<file path="config.mk">
export PLATFORM = sky130hd
export DESIGN_NAME = sw_debounce_sync
export DESIGN_NICKNAME = d
export VERILOG_FILES = /design/src/rtl/sw_debounce_sync.sv
export SDC_FILE = /design/constraint.sdc
export NUM_CORES = 1
export LEC_CHECK = 0
export CORE_ASPECT_RATIO = 0.7
export CORE_MARGIN = 1.5
export CORE_UTILIZATION = 45
export DETAILED_ROUTE_END_ITERATION = 10
export HOLD_SLACK_MARGIN = 0.02
export RECOVER_POWER = 50
export SYNTH_ARGS = -nofsm -noshare
export SYNTH_HDL_FRONTEND = slang
export SYNTH_SLANG_ARGS = --single-unit
</file>
<file path="constraint.sdc">
create_clock -name clk -period 3.2 [get_ports clk]
set_clock_uncertainty 0.15 [all_clocks]
set_input_delay 0.48 -clock clk [delete_from_list [all_inputs] [get_ports clk]]
set_output_delay 0.48 -clock clk [all_outputs]
set_load 0.02 [all_outputs]
</file>
<file path="src/rtl/sw_debounce_sync.sv">
// Switch conditioner: 2-flop synchroniser, tick prescaler and per-bit debounce counters.
// Produces a registered debounced bus, one-cycle rise/fall strobes and a ready flag.
module sw_debounce_sync #(
    parameter int unsigned WIDTH      = 16,
    parameter int unsigned TICK_DIV   = 100000,
    parameter int unsigned STABLE_CNT = 10
) (
    input  logic             clk,
    input  logic             rst_n,
    input  logic [WIDTH-1:0] sw,
    output logic [WIDTH-1:0] sw_db,
    output logic [WIDTH-1:0] rise,
    output logic [WIDTH-1:0] fall,
    output logic             any_change,
    output logic             ready
);

    localparam int unsigned PW = (TICK_DIV > 1) ? $clog2(TICK_DIV) : 1;
    localparam int unsigned CW = (STABLE_CNT > 1) ? $clog2(STABLE_CNT) : 1;

    logic [WIDTH-1:0]         s1_q;
    logic [WIDTH-1:0]         s2_q;
    logic [PW-1:0]            presc_q, presc_d;
    logic                     tick_c;
    logic [CW-1:0]            init_cnt_q, init_cnt_d;
    logic [WIDTH-1:0][CW-1:0] cnt_q, cnt_d;
    logic [WIDTH-1:0]         sw_db_q, sw_db_d;
    logic [WIDTH-1:0]         rise_q, rise_d;
    logic [WIDTH-1:0]         fall_q, fall_d;
    logic                     any_change_q, any_change_d;
    logic                     ready_q, ready_d;

    // Free-running sample prescaler; tick marks the terminal count.
    always_comb begin
        tick_c  = (presc_q == PW'(TICK_DIV - 1));
        presc_d = tick_c ? '0 : presc_q + PW'(1);
    end

    // Init preload while not ready, per-bit debounce afterwards; everything advances on tick only.
    always_comb begin
        init_cnt_d = init_cnt_q;
        cnt_d      = cnt_q;
        sw_db_d    = sw_db_q;
        rise_d     = '0;
        fall_d     = '0;
        ready_d    = ready_q;
        if (tick_c) begin
            if (!ready_q) begin
                if (init_cnt_q == CW'(STABLE_CNT - 1)) begin
                    sw_db_d    = s2_q;
                    ready_d    = 1'b1;
                    cnt_d      = '0;
                    init_cnt_d = '0;
                end else begin
                    init_cnt_d = init_cnt_q + CW'(1);
                end
            end else begin
                for (int unsigned i = 0; i < WIDTH; i++) begin
                    if (s2_q[i] == sw_db_q[i]) begin
                        cnt_d[i] = '0;
                    end else if (cnt_q[i] == CW'(STABLE_CNT - 1)) begin
                        sw_db_d[i] = s2_q[i];
                        cnt_d[i]   = '0;
                        rise_d[i]  = s2_q[i];
                        fall_d[i]  = ~s2_q[i];
                    end else begin
                        cnt_d[i] = cnt_q[i] + CW'(1);
                    end
                end
            end
        end
        any_change_d = |(rise_d | fall_d);
    end

    always_ff @(posedge clk or negedge rst_n) begin
        if (!rst_n) begin
            s1_q         <= '0;
            s2_q         <= '0;
            presc_q      <= '0;
            init_cnt_q   <= '0;
            cnt_q        <= '0;
            sw_db_q      <= '0;
            rise_q       <= '0;
            fall_q       <= '0;
            any_change_q <= 1'b0;
            ready_q      <= 1'b0;
        end else begin
            s1_q         <= sw;
            s2_q         <= s1_q;
            presc_q      <= presc_d;
            init_cnt_q   <= init_cnt_d;
            cnt_q        <= cnt_d;
            sw_db_q      <= sw_db_d;
            rise_q       <= rise_d;
            fall_q       <= fall_d;
            any_change_q <= any_change_d;
            ready_q      <= ready_d;
        end
    end

    assign sw_db      = sw_db_q;
    assign rise       = rise_q;
    assign fall       = fall_q;
    assign any_change = any_change_q;
    assign ready      = ready_q;

endmodule
</file>
==> notes.md, run 1 <==
The synthesis and PnR run went through. Number of enable-type register cells in the synthesized netlist landed at 0. The net count after synthesis is 734. Setup fix buffers added after clock tree synthesis landed at 0. Count of inserted antenna diode cells landed at 0.

STA reports the tightest min-delay check as being of type flop to flop. The highest metal layer carrying signal wires in the routed design is met4. According to the timing report, the data required time at the worst endpoint equals 3390 ps. The share of the core area taken by cells at floorplan is 0.4581. The warning tally printed by Yosys for this design is 0. Highest cell delay on the worst timing path landed at just over 600 ps. Max-slew check failures listed in the final report amount to approximately 70. Per the GRT congestion report, total overflow comes to 0. Excluding fillers, the count of instances in the completed layout stands at 1,002. Final estimated routing congestion in global placement landed at 0.8362. The worst setup path is captured at a flop.

Initial antenna violation count landed at 0. The worst setup path is launched from a flop. Number of instances in the placed design landed at about 970. Peak clock frequency supported by timing landed at between 0.3 and 0.4 GHz. The most used flip-flop cell after synthesis is sky130_fd_sc_hd__dfrtp_1. Summing internal, switching and leakage power gives between 0.004 and 0.005 W. Number of maximum-capacitance violations landed at 1.

Per the post-place timing report, worst setup slack is slightly above 90 ps. Per the Yosys statistics, synthesis produced around 680 cells. The checks that failed: capacitance limit, slew limit.

In this run, the number of DRC markers left after iteration 0 of detailed routing was approximately 420. The tree is rooted in a sky130_fd_sc_hd__clkbuf_16. Clock net sink count landed at 167. Looking at the setup timing report, the critical path kind is flop to flop. Looking at the worst setup and hold paths, the clock pins of their registers show a slew of approximately 70 ps. The number of global-route vias before repair came to about 5,800. The HPWL after detailed placement is around 12,000 um. In this run the number of H-tree levels came out at 4. TritonCTS built the clock tree.

Total iterations of the first detailed-routing run landed at 5. The critical path starts at presc_q[8]. In the layout the commonest cells are 167 x sky130_fd_sc_hd__dfrtp_1, 50 x sky130_fd_sc_hd__clkdlybuf4s50_1, 36 x sky130_fd_sc_hd__inv_1, 36 x sky130_fd_sc_hd__o31ai_1, 34 x sky130_fd_sc_hd__nand3_1. Depth of the worst register-to-register path landed at 5. Routed length on met2 landed at 7851 um. For this run, design rule violations remaining after detail routing come to 0. Proportion of synthesized flip-flops having asynchronous set or reset landed at 1.000. Chip area line of the yosys report landed at 0.007819 mm2. Hold buffer count at CTS landed at 1. Of the synthesized area, sequential elements account for 0.5345. Number of instances resized during post-cts repair landed at 0.

Number of CTS-inserted buffers landed at 17. Per the OpenROAD floorplan log, the area of the die is approximately 0.018 mm2. Worst hold path cell count landed at 0. Met3 wire length landed at roughly 960 um. Cell count after synthesis landed at 683.

Per the synthesis report, the number of distinct cell types is between 40 and 50. Final net count landed at 809. For the worst min-delay path, the startpoint reported by OpenROAD is s1_q[9]. Setup repair after global routing left no endpoint under its margin.

First-pass GRT wire length landed at 30,040 um. Share of the clock period used by the worst path after layout landed at 0.9187. Grouping stages by cell kind, the critical path spends the most delay in simple AND/OR/NAND/NOR gates. Pin count of the biggest net entering global routing landed at between 70 and 80. Among logic cells in the layout, the one with the most instances is sky130_fd_sc_hd__dfrtp_1. The end-of-flow timing check tallies setup violations at 0. After synthesis the netlist holds a flip-flop and latch count of about 170. The flow ran to the end, but the final reports show violations.

Summed over all failing endpoints, the final setup total negative slack is 0 ps. The detail route stage leaves a number of antenna-violating nets equal to 0. Worst path setup slack after routing landed at about 260 ps. Clock period minus final worst setup slack landed at between 2000 and 3000 ps. Maximum fanout along the worst path landed at 35.

Transition time of the tightest slew-check pin landed at 1922 ps. In this run the critical register-to-register path is launched from presc_q[8]. Routed length on met1 landed at 9235 um. Looking at the critical path, the single cell with the biggest stage delay is sky130_fd_sc_hd__or4_4.

Share of cells above drive strength 1 landed at 0.1102. The report lists the power per cell area as 457.3 mW/mm2. Counting the fill cells in the layout gives around 1,400. Number of OpenROAD warnings landed at about 42. Final hold violation count landed at 0.

Leakage power landed at 4.091 nW. As logged by OpenROAD, the buffers inserted on ports number 67.
## run 1: sequential cells by signal (all words and copies together), names as in the netlist
name	count
any_change	1
cnt_q	64
fall	16
init_cnt_q	4
presc_q	17
ready	1
rise	16
s1_q	16
s2_q	16
sw_db	16
## run 1: per-layer routing
metal | vias to the layer above | GRT usage
met5 | - | 0
met4 | 0 | 0.05358
met3 | 11 | 0.05609
met2 | 157 | 0.3056
met1 | 2934 | 0.3114
li1 | 2697 | -
## run 1: cells by family after synthesis
family                   Yosys count  synth area share
multiplexers                      28           0.04001
buffers and inverters             64           0.03185
AND/OR/NAND/NOR                  236            0.1968
XOR/XNOR                          31           0.03473
flip-flops                       167            0.5345
AND-OR/OR-AND                    124            0.1093
adder cells (fa/ha/maj)           33           0.05281
## run 1: final timing paths
check | endpoint | slack (ps)
max in group asynchronous | cnt_q[19] | 520
hold reg to reg | s2_q[9] | 200
setup / recovery | cnt_q[35] | 260
setup reg to reg | cnt_q[35] | 260
min in group asynchronous | presc_q[11] | 970
hold / removal | s2_q[9] | 200
## run 1: through the flow
| step | instance area (um2) | hold WS [ps] |
|---|---|---|
| 2_1_floorplan | 7819 | 34.41 |
| 5_1_grt | 9485 | 207.3 |
| 3_3_place_gp | 8853 | 182.3 |
| 4_1_cts | 9470 | 201.5 |
| 3_5_place_dp | 8853 | 186.5 |
| 6_report | 9485 | 198.5 |
## run 1: cells in the mapped netlist (9+ instances only)
cell type | n | area (um2)
sky130_fd_sc_hd__dfrtp_1 | 167 | 4179
sky130_fd_sc_hd__inv_1 | 36 | 135.1
sky130_fd_sc_hd__o31ai_1 | 36 | 270.3
sky130_fd_sc_hd__nand3_1 | 34 | 170.2
sky130_fd_sc_hd__ha_1 | 33 | 412.9
sky130_fd_sc_hd__nor4_1 | 31 | 193.9
sky130_fd_sc_hd__mux2_2 | 26 | 292.8
sky130_fd_sc_hd__o21ai_0 | 25 | 125.1
sky130_fd_sc_hd__clkbuf_1 | 24 | 90.09
sky130_fd_sc_hd__nor4b_1 | 24 | 210.2
sky130_fd_sc_hd__xnor2_1 | 24 | 210.2
sky130_fd_sc_hd__nand3b_1 | 23 | 172.7
sky130_fd_sc_hd__nor2_1 | 20 | 75.07
sky130_fd_sc_hd__nand2_1 | 18 | 67.56
sky130_fd_sc_hd__nand2b_1 | 17 | 106.4
sky130_fd_sc_hd__a21o_1 | 12 | 90.09
sky130_fd_sc_hd__and2_1 | 12 | 75.07
sky130_fd_sc_hd__nor3_1 | 12 | 60.06
sky130_fd_sc_hd__o21ai_1 | 10 | 50.05
sky130_fd_sc_hd__and3b_1 | 9 | 78.83
sky130_fd_sc_hd__and4b_1 | 9 | 90.09
## run 1: layout make-up
class | count | area, um2 | share of cell area
Multi-Input combinational cell | 452 | 3418 | 0.3604
Tap cell | 231 | 289.0 | 0.03047
Sequential cell | 167 | 4179 | 0.4406
Timing Repair Buffer | 84 | 857.1 | 0.09036
Clock buffer | 18 | 439.2 | 0.04630
Inverter | 36 | 135.1 | 0.01425
Clock inverter | 14 | 167.7 | 0.01768
## run 1: power breakdown
group          internal, W  switching, W
sequential         0.00213     0.0000148
combinational    0.0000296     0.0000586
clock              0.00119      0.000911
total              0.00335      0.000984
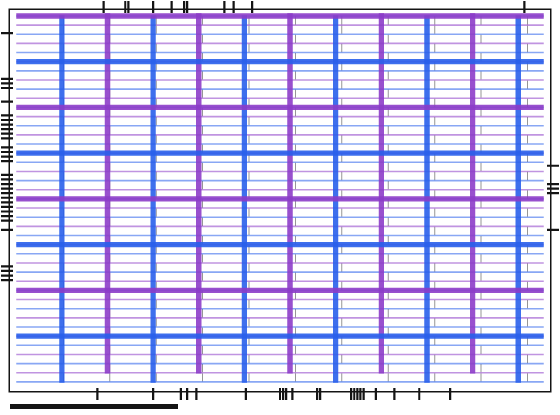
(run_1/floorplan.png)
Scale bar: 50 um. Pins as bars on the die edge. Tap cells in grey.
VSS -> blue
VDD -> purple
met1 rails = 41
signal pins = 68
rows = 40
met4 straps = 11
met5 straps = 8
area of the core: 0.01707 mm2
worst vdd rail ir drop: 0.3182 mV
width of the chip: 160.6 um
die height: 113.3 um

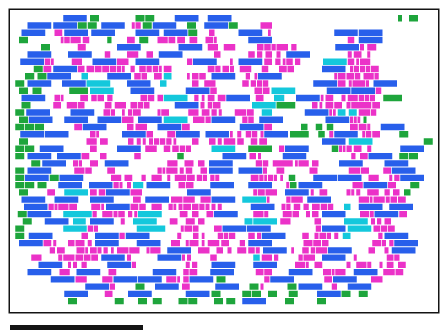
(run_1/class_map.png)
Scale bar: 50 um.
remaining buffers and delay cells -> green  # cells 84
clock drivers and dummy loads -> cyan  # cells 32
remaining logic cells -> magenta  # cells 488
registers -> blue  # cells 167
fraction of the core area covered by cells at the end of the flow: 0.5558
post-route cell area: 0.009485 mm2
Site Rows: 40
flop share of the area: 0.4406

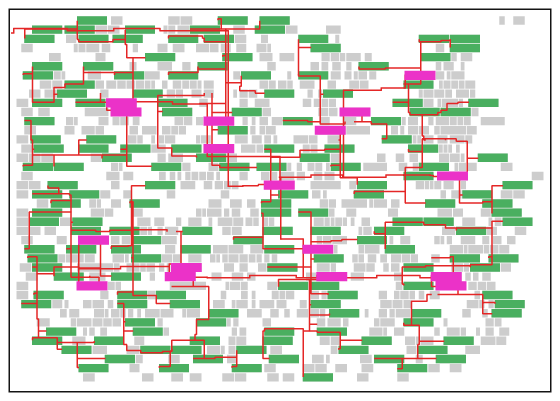
(run_1/clock_wires.png)
flip-flops -> green  # count 167
clock-net drivers -> magenta  # count 17
clock wires -> red  # length 2,130 um
flops lie = all over the die
Clock Power: 0.00210 W
clock share of power: 0.485
clock latency at the later pin of the worst-skew pair: 430 ps

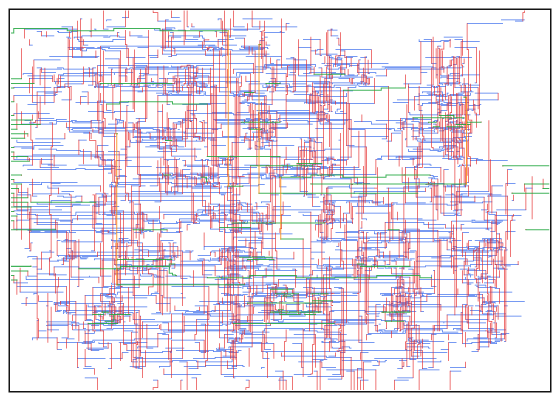
(run_1/layers.png)
M3 -> green  # wire length 960 um
M1 -> blue  # wire length 9,240 um
M4 -> orange  # wire length 180 um
M2 -> red  # wire length 7,850 um
DR WL/cell: 18.19 um
total number of vias: 5,799
wire length after detailed routing: 18,230 um
Total GRT Usage: 0.2105

--- run 2 (diff from run 1) ---
--- a/config.mk
+++ b/config.mk
@@ -5,11 +5,13 @@
 export SDC_FILE = /design/constraint.sdc
 export NUM_CORES = 1
 export LEC_CHECK = 0
+export ABC_CLOCK_PERIOD_IN_PS = 3200
 export CORE_ASPECT_RATIO = 0.7
 export CORE_MARGIN = 1.5
-export CORE_UTILIZATION = 45
+export CORE_UTILIZATION = 30
 export DETAILED_ROUTE_END_ITERATION = 10
 export HOLD_SLACK_MARGIN = 0.02
+export PLACE_DENSITY = 0.51
 export RECOVER_POWER = 50
 export SYNTH_ARGS = -nofsm -noshare
 export SYNTH_HDL_FRONTEND = slang
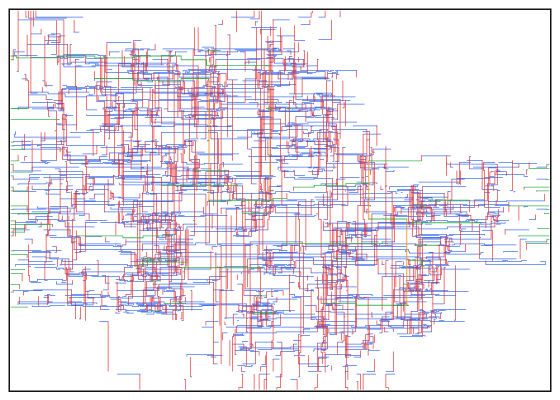
(run_2/layers.png)
M2 -> red  # wire length 7,190 um
M3 -> green  # wire length 733 um
M4 -> orange  # wire length 142 um
M1 -> blue  # wire length 9,770 um
wire length after detailed routing: 17,830 um
DR WL/cell: 16.16 um
total number of vias: 5,547

==> notes.md, run 2 <==
The synthesis and PnR run went through. Chip area line of the yosys report landed at 0.007819 mm2 (unchanged). Die footprint landed at 0.02706 mm2 (+49%). The total negative slack was 0 ps (unchanged). The placeable core area came to 0.02563 mm2 (+50%).

The number of flip-flops under the largest register name was 64 (unchanged). Starting density of the core landed at 0.3051 (-0.1530). The net count entering floorplan came to 734 (unchanged). Global-route usage over all layers landed at 0.1382 (-0.07231).

The cell count listed in synth_stat.txt is 683 (unchanged). Remaining number of nets flagged by the antenna check after routing landed at 0 (unchanged). The number of maximum-capacitance violations came to 1 (unchanged). The insertion delay to the later sink of the worst-skew pair came to 430 ps (about the same). The total congestion overflow after global routing was 0 (unchanged). Number of port buffers landed at 67 (unchanged).

Cell area after layout landed at 0.009654 mm2 (+1.8%). Instance area at placement landed at 0.009045 mm2 (+2.2%). The clock period minus final worst setup slack came to 3066 ps (+126.0 ps). Share of cells above drive strength 1 landed at 0.1114 (+0.001153).

The number of OpenROAD warnings came to 42 (unchanged). The chip height came to 138.1 um (+22%). The final number of setup-violating endpoints came to 0 (unchanged). STA classifies the critical path endpoint as a flop.

Total power density per cell area landed at 458.4 mW/mm2 (+0.24%). The largest register by flop count is cnt_q. Transition time of the tightest slew-check pin landed at 1752 ps (-170.2 ps).

The worst setup path is launched from a flop. In the layout the commonest cells are 166 x sky130_fd_sc_hd__dfrtp_1, 50 x sky130_fd_sc_hd__clkdlybuf4s50_1, 36 x sky130_fd_sc_hd__inv_1. The remaining design rule violation count is 0 (unchanged). Maximum fanout along the worst path landed at 54 (+54%). The biggest area contributor in the post-synthesis netlist is sky130_fd_sc_hd__dfrtp_1. Sorting the synthesized cells by how often they occur yields 167 x sky130_fd_sc_hd__dfrtp_1, 36 x sky130_fd_sc_hd__inv_1, 36 x sky130_fd_sc_hd__o31ai_1, 34 x sky130_fd_sc_hd__nand3_1, 33 x sky130_fd_sc_hd__ha_1. Fraction of post-synthesis cell area in the top cell type by area landed at 0.5345 (unchanged). Worst-case vdd ir drop landed at 0.3629 mV (+14%). The run finished, with violations left. The final-report max-slew violation count was 65 (-9.7%). TritonCTS built the clock tree.

Per the CTS log, the root buffer master is sky130_fd_sc_hd__clkbuf_16. The utilization of the core after routing came to 0.3767 (-0.1791). By instance count after routing, the leading logic cell type is sky130_fd_sc_hd__dfrtp_1. The initial antenna violation count came to 0 (unchanged). The required time at the endpoint of the critical path is 3390 ps (about the same). For reference, the most critical setup path is categorized as flop to flop. The share of the yosys chip area belonging to registers was 0.5345 (unchanged).

The count of inserted antenna diode cells was 0 (unchanged). The checks that failed: capacitance limit, slew limit. The peak clock frequency supported by timing was 0.3262 GHz (-4.1%). Setup repair after global routing left no endpoint under its margin. Register clock-pin slew on the reported worst setup and hold paths landed at 70 ps (about the same).

The number of rows created at floorplan is 49 (+23%). The final estimated routing congestion in global placement came to 0.7454 (-11%).
## run 2: cell counts after synthesis
No cell type changed its count.
## run 2: final timing paths
check | to | depth (start not counted) | slack [ps] | from
setup / recovery | cnt_q[31] | 5 | 130 | presc_q[8]
hold / removal | s2_q[10] | 0 | 200 | s1_q[10]
setup reg to reg | cnt_q[31] | 5 | 130 | presc_q[8]
hold reg to reg | s2_q[10] | 0 | 200 | s1_q[10]
max in group asynchronous | sw_db[15] | 3 | 470 | rst_n
min in group asynchronous | fall[2] | 2 | 890 | rst_n
## run 2: logic make-up (layout without fill, tap and decap cells)
family          count (synthesis)  in the layout  share of synthesized area
fa+ha+maj                      33             33                    0.05281
compound gates                124            124                     0.1093
buf+inv                        64            153                    0.03185
mux                            28             28                    0.04001
xor+xnor                       31             31                    0.03473
simple gates                  236            236                     0.1968
flops                         167            167                     0.5345
## run 2: layer usage
metal	vias up	wire [um]	GRT usage
met5	-	0	0
met4	0	142	0.03806
met3	11	733	0.03562
met2	108	7187	0.1813
met1	2719	9765	0.2188
li1	2709	-	-
## run 2: cell type report
cell class	count	area, um2
clock buffers	21	450.4
clock inverters	10	166.4
fillers	2519	15970
inverters	36	135.1
multi-input cells	452	3426
flip-flops and latches	167	4180
well taps	331	414.1
repair buffers	86	882.1
## run 2: worst max-delay path, stage by stage, from the launching register on
cell	delay (ps)
sky130_fd_sc_hd__dfrtp_1	420
sky130_fd_sc_hd__or4b_4	580
sky130_fd_sc_hd__or4_2	730
sky130_fd_sc_hd__buf_12	220
sky130_fd_sc_hd__or4_1	620
sky130_fd_sc_hd__o31ai_2	230
## run 2: per-stage QoR
step	total power, W	hold slack, ps	worst slack (ps)	instances
2_1_floorplan	0.002202	34.41	510.7	683
3_5_place_dp	0.002285	184.7	127.4	1071
4_1_cts	0.004503	199.5	143.0	1103
6_report	0.004425	197.6	134.2	1103
3_3_place_gp	0.002286	182.6	163.5	1071
5_1_grt	0.004598	206.5	13.71	1103
## run 2: repair_timing
item	in CTS	in global routing
resized	0	1
setup endpoints to repair	0	1
endpoints found under the hold margin	63	0
hold buffers	1	0
setup buffers	0	0
## run 2: where the power goes
group	internal (W)	leakage, nW	switching [W]
Combinational	0.0000316	1.58	0.0000577
Clock	0.00133	0.295	0.000860
Sequential	0.00213	2.24	0.0000151
Total	0.00349	4.11	0.000932
==> run_2/clock_wires.png <==
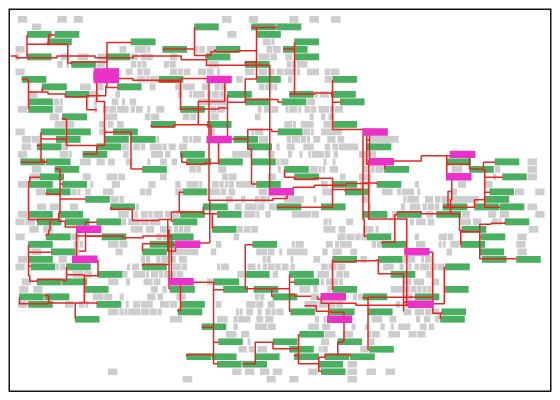

--- run 3 (diff from run 2) ---
--- a/config.mk
+++ b/config.mk
@@ -5,13 +5,13 @@
 export SDC_FILE = /design/constraint.sdc
 export NUM_CORES = 1
 export LEC_CHECK = 0
-export ABC_CLOCK_PERIOD_IN_PS = 3200
+export ABC_CLOCK_PERIOD_IN_PS = 2800
 export CORE_ASPECT_RATIO = 0.7
 export CORE_MARGIN = 1.5
 export CORE_UTILIZATION = 30
 export DETAILED_ROUTE_END_ITERATION = 10
 export HOLD_SLACK_MARGIN = 0.02
-export PLACE_DENSITY = 0.51
+export PLACE_DENSITY = 0.53
 export RECOVER_POWER = 50
 export SYNTH_ARGS = -nofsm -noshare
 export SYNTH_HDL_FRONTEND = slang
==> constraint.sdc (replaced) <==
create_clock -name clk -period 2.8 [get_ports clk]
set_clock_uncertainty 0.15 [all_clocks]
set_input_delay 0.42 -clock clk [delete_from_list [all_inputs] [get_ports clk]]
set_output_delay 0.42 -clock clk [all_outputs]
set_load 0.02 [all_outputs]
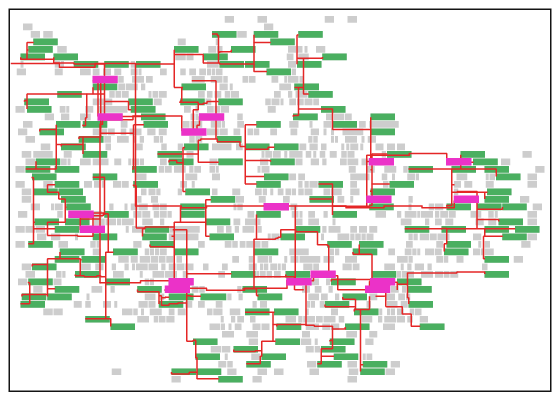
(run_3/clock_wires.png)
flip-flops -> green  # count 167
clock wires -> red  # length 2,370 um
clock-net drivers -> magenta  # count 17
routed clock nets = 18
flops lie = all over the die
Clock Power: 0.00254 W
clock share of power: 0.499
clock latency at the later pin of the worst-skew pair: 440 ps

==> notes.md, run 3 <==
The synthesis and PnR run went through. The flow ran to the end, but the final reports show violations. Chip area line of the yosys report landed at 0.007819 mm2 (unchanged). The worst-case hold slack came to 198.4 ps (+0.7610 ps). The number of flip-flops under the largest register name came to 64 (unchanged).

The peak clock frequency supported by timing was 0.3661 GHz (+12%). Total congestion overflow after global routing landed at 0 (unchanged). The setup fix buffers added after clock tree synthesis was 0 (unchanged). Final-report max-slew violation count landed at 27 (-58%). Net count entering floorplan landed at 734 (unchanged).

In the setup report, the worst path falls into the class flop to flop. Number of port buffers landed at 67 (unchanged). Of the combinational cells, the family taking the most area is simple AND/OR/NAND/NOR gates.

The required time at the endpoint of the critical path is 2990 ps (-400 ps). Count of placed standard cells in the final layout, fillers left out landed at 1,126 (+2.1%). Arithmetic-cell share of the synthesized area counting full adders, half adders and majority gates landed at 0.05281 (unchanged).

The count of inserted antenna diode cells was 0 (unchanged). Post-layout total power landed at 0.005097 W (+15%). Area fraction in compound gates after synthesis landed at 0.1093 (unchanged). The parity-gate share of the synthesized area counting xor and xnor cells is 0.03473 (unchanged). Register clock-pin slew on the reported worst setup and hold paths landed at 70 ps (about the same). The final number of setup-violating endpoints is 0 (unchanged). Cell area after layout landed at 0.009856 mm2 (+2.1%). Transition time of the tightest slew-check pin landed at 1665 ps (-87.30 ps).

Count of vias placed by the detailed router landed at 5,618 (+1.3%). TritonCTS built the clock tree. Final estimated routing congestion in global placement landed at 0.7687 (+3.1%). The tree is rooted in a sky130_fd_sc_hd__clkbuf_16.

The number of maximum-capacitance violations was 1 (unchanged). STA classifies the critical path endpoint as a flop. The checks that failed: capacitance limit, slew limit.

The routed length per instance came to 16.24 um (+0.49%). The chip height was 138.1 um (unchanged). Counting only logic cells after layout, the most numerous master is sky130_fd_sc_hd__dfrtp_1. The fraction of post-synthesis cell area in the top cell type by area came to 0.5345 (unchanged). Remaining number of nets flagged by the antenna check after routing landed at 0 (unchanged). Clock period minus final worst setup slack landed at 2731 ps (-334.4 ps). Multiplexer area fraction after synthesis landed at 0.04001 (unchanged).
[run 3: through the flow]
| step | utilization | worst slack [ps] |
|---|---|---|
| 2_1_floorplan | - | 110.7 |
| 3_3_place_gp | 0.3587 | -85.71 |
| 3_5_place_dp | 0.3587 | -107.3 |
| 4_1_cts | 0.3837 | 56.04 |
| 5_1_grt | 0.3846 | 2.955 |
| 6_report | 0.3846 | 68.57 |
[run 3: path summary, 6_finish.rpt]
check,endpoint,from,depth (start not counted),slack (ps)
worst max-delay path,cnt_q[31],presc_q[8],5,70
worst min-delay path,s2_q[7],s1_q[7],0,200
worst max register to register,cnt_q[31],presc_q[8],5,70
worst min register to register,s2_q[7],s1_q[7],0,200
max in group asynchronous,rise[9],rst_n,3,570
min in group asynchronous,rise[2],rst_n,2,800
[run 3: timing repair]
item	4_1_cts	5_1_grt
hold endpoints to repair	26	0
hold buffers	1	0
cloned	0	0
endpoints found under the setup margin	21	6
pin swaps	0	3
gates resized	1	8
[run 3: critical path, cell delays in order, from the launching register on]
cell and delay, ps:
sky130_fd_sc_hd__dfrtp_1 380, sky130_fd_sc_hd__or4b_4 540, sky130_fd_sc_hd__or4_4 570, sky130_fd_sc_hd__buf_12 180, sky130_fd_sc_hd__or4_4 560, sky130_fd_sc_hd__o31ai_2 240
[run 3: routing by layer]
metal,wire [um],GRT usage
met1,10030,0.2183
met2,7419,0.1944
met3,684,0.03830
met4,151,0.03279
met5,0,0
[run 3: power breakdown]
group	total [W]	switching, W	internal (W)
clock network	0.00254	0.000999	0.00154
registers	0.00245	0.0000170	0.00244
logic	0.000101	0.0000658	0.0000351
[run 3: logic make-up after synthesis]
group / after synthesis
AND-OR/OR-AND: 124
XOR/XNOR: 31
adder cells (fa/ha/maj): 33
buffers and inverters: 64
flip-flops: 167
multiplexers: 28
AND/OR/NAND/NOR: 236
[run 3: area by class of cell]
type | instances | area (um2)
Fill cell | 2473 | 15770
Inverter | 36 | 135.1
Tap cell | 331 | 414.1
Clock buffer | 21 | 460.4
Clock inverter | 10 | 167.7
Timing Repair Buffer | 109 | 1045
Sequential cell | 167 | 4180
Multi-Input combinational cell | 452 | 3453

## Gallery

Track usage over the die.
Plate I
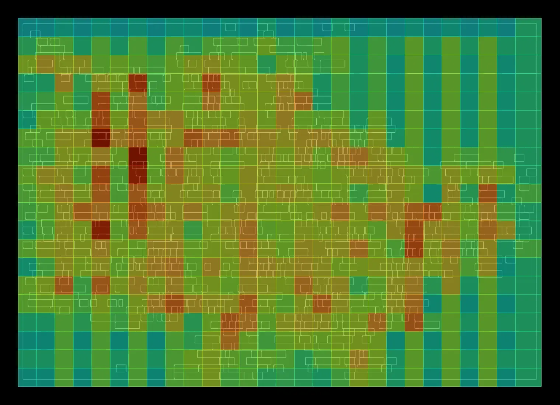
Plate II
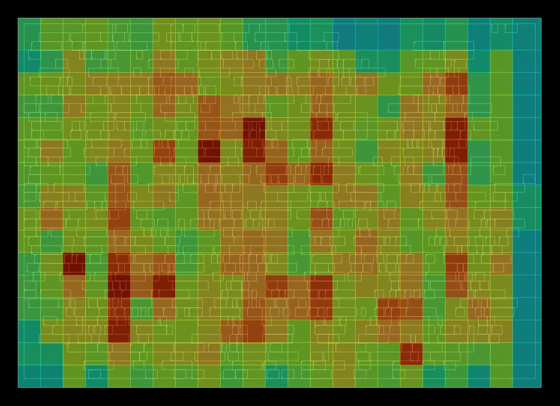
Plate I: run 3
Plate II: run 1

No activity file was given, so power comes from the tool's default toggle rates.
